Fig. 1: met1 routing
Scale: 1.5 px per micron. Supply wires on this layer in gray.
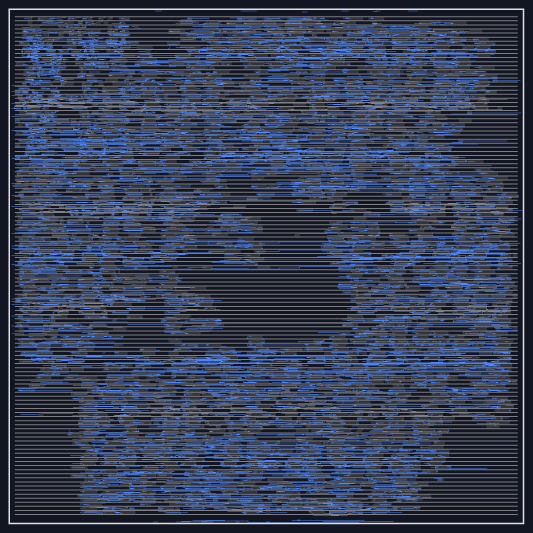
Fig. 2: met2 routing
Scale: 1.5 px per micron.
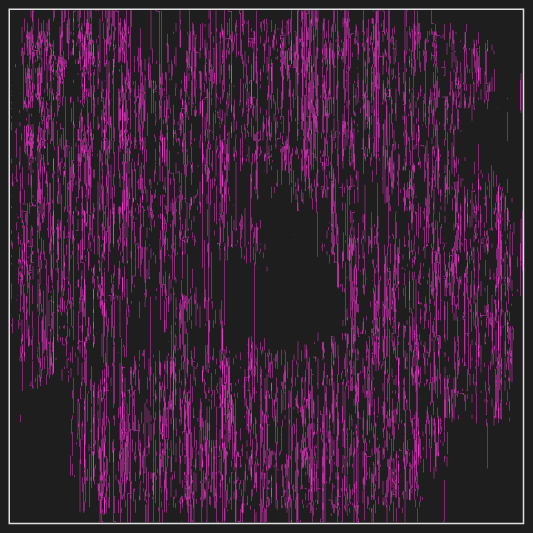
Fig. 3: M3 wires
Scale: 1.5 px per micron.
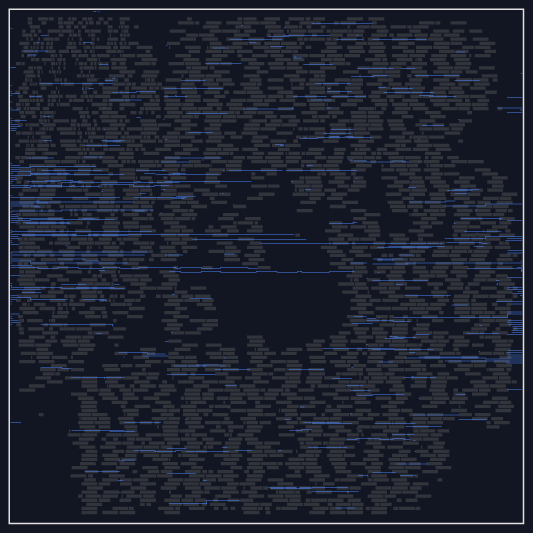
Fig. 4: the metal 4 layer
Scale: 1 px per micron. Supply wires on this layer in gray.
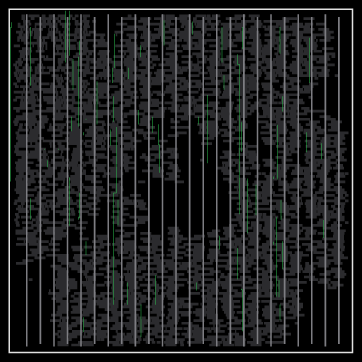
Fig. 5: routing congestion map
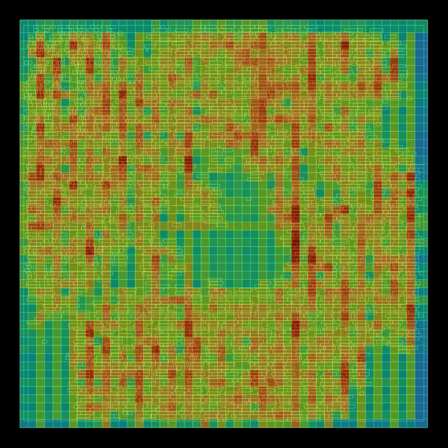
Design instr_cache_ctrl, sky130hd; sources not shown.
==> out/results.ini <==
[place]
io_buffers = 256
place.gp.congestion = 0.748
place_hpwl_microns = 60000
dp_slack_ns = 5.48

[clocking]
ctsResizeCount = 0
cts_sinks = 1295
clkLatencyLatePin_ns = 0.74
clk_pin_slew_worst_paths_ns = 0.05
post_cts_buffers = 0
cts_inserted_buffers = 140

[layout]
logic_gate_count = 715
nClkBuffers = 176
sh_comb_area_pct = 18.2
fin_area_sq_mm = 0.0589
layout-drive-gt1-share_pct = 25.9
fillers = 8472
flop-count = 1295
final_nets = 2636
clock_cell_area_share_pct = 7.55
area.sequential_sq_mm = 0.0385
inv_count = 6
seq_area_share_pct = 65.3
nonClockBufferCount = 311
comb_area_sq_mm = 0.0107
largest_reg_flops = 1024

[synth]
async_flop_share_pct = 0
ys_cells = 2122
synth_nets = 2289
synthFlopType = edfxtp_1
synth_warnings = 0
synth.top_cells.by_area = edfxtp_1 76%, mux4_2 16%, dfxtp_1 1.7%
syn_area_sq_mm = 0.0496
ys_seq_share_pct = 77.5
top_cells_by_count = 1252 x edfxtp_1, 348 x mux4_2, 63 x mux2i_1, 59 x clkbuf_1, 47 x mux2_2
syn_avg_cell_area_sq_um = 23.4
most_common_cell = edfxtp_1

[setup_path]
crit_type = in2out
worstPathRequired_ns = 15.83
r2r_slack_ns = 17.32
worst_setup_path_start_kind = primary input
cp_num_buf_inv = 4
r2r_cells = 5
crit_fanout = 111
slowest_stage = or4_1

[power]
netSwitchingFraction_pct = 20.9
p_seq_share_pct = 51.6
vdd.ir_drop.worst_v = 0.0000742
clkPwrFrac_pct = 42.9
intPower_w = 0.00435
switching_power_w = 0.00115
leakagePower_nw = 18.5
power_frac_comb_pct = 5.5

[outcome]
status = finished clean

[job]
cap_violations = 0
openroad.warnings = 44

[detailed_routing]
wl_met2_microns = 52900
ant_nets = 0

[min_path]
worstHoldPathType = reg2reg
hold_path_depth = 1

[die]
core-area_sq_mm = 0.111
io_pins = 259
die_h_microns = 342
dieWidth_microns = 342
rows = 122
nWellTaps = 1488

[global_routing]
grt_max_degree = 114
track_usage_pct = 18.8

[timing]
slew_headroom_pct = 28.8
setup_viol = 0
holdWs_ns = 0.477

## Picture notes: Fig. 1
main direction	horizontal
wire length on this layer	46.8 mm
share of all routed wire	43%
nets with wire on the layer	2545
longest straight run	91.1 microns
Routed WL: 108000 microns
M1 GR Usage: 26.2%
via count: 22789

## Picture notes: Fig. 2
longest straight run	112 microns
wire length on this layer	52.9 mm
GR Util met2: 30.1%

## Picture notes: Fig. 3
main direction	horizontal
longest straight run	137 microns
nets with wire on the layer	217
share of all routed wire	6.0%
met3 Resource Use GR: 4.31%

## Picture notes: Fig. 4
share of all routed wire	1.9%
wire length on this layer	2020 microns
longest straight run	154 microns
main direction	vertical
nets with wire on the layer	30

## Picture notes: Fig. 5
fin util: 52.9%
routed len/inst: 26.6 microns
busiest grt layer: met2

power by group through the flow:
stage	clock network, W	logic, W	registers [W]
3_5_place_dp	0	0.000307	0.00289
2_1_floorplan	0	0.000170	0.00290
5_1_grt	0.00252	0.000323	0.00284
4_1_cts	0.00242	0.000308	0.00284
3_3_place_gp	0	0.000297	0.00289
6_report	0.00236	0.000302	0.00284
logic make-up (layout without fill, tap and decap cells):
family                   after synthesis  after routing  synth area share [%]
buffers and inverters                112            571                 0.994
other                                  0              7                     0
adder cells (fa/ha/maj)                2              2                0.0504
flip-flops                          1295           1295                  77.5
multiplexers                         458            458                  18.1
XOR/XNOR                              19             19                 0.335
AND-OR/OR-AND                         78             78                  1.14
AND/OR/NAND/NOR                      158            158                  1.84
No activity file was given, so power comes from the tool's default toggle rates.
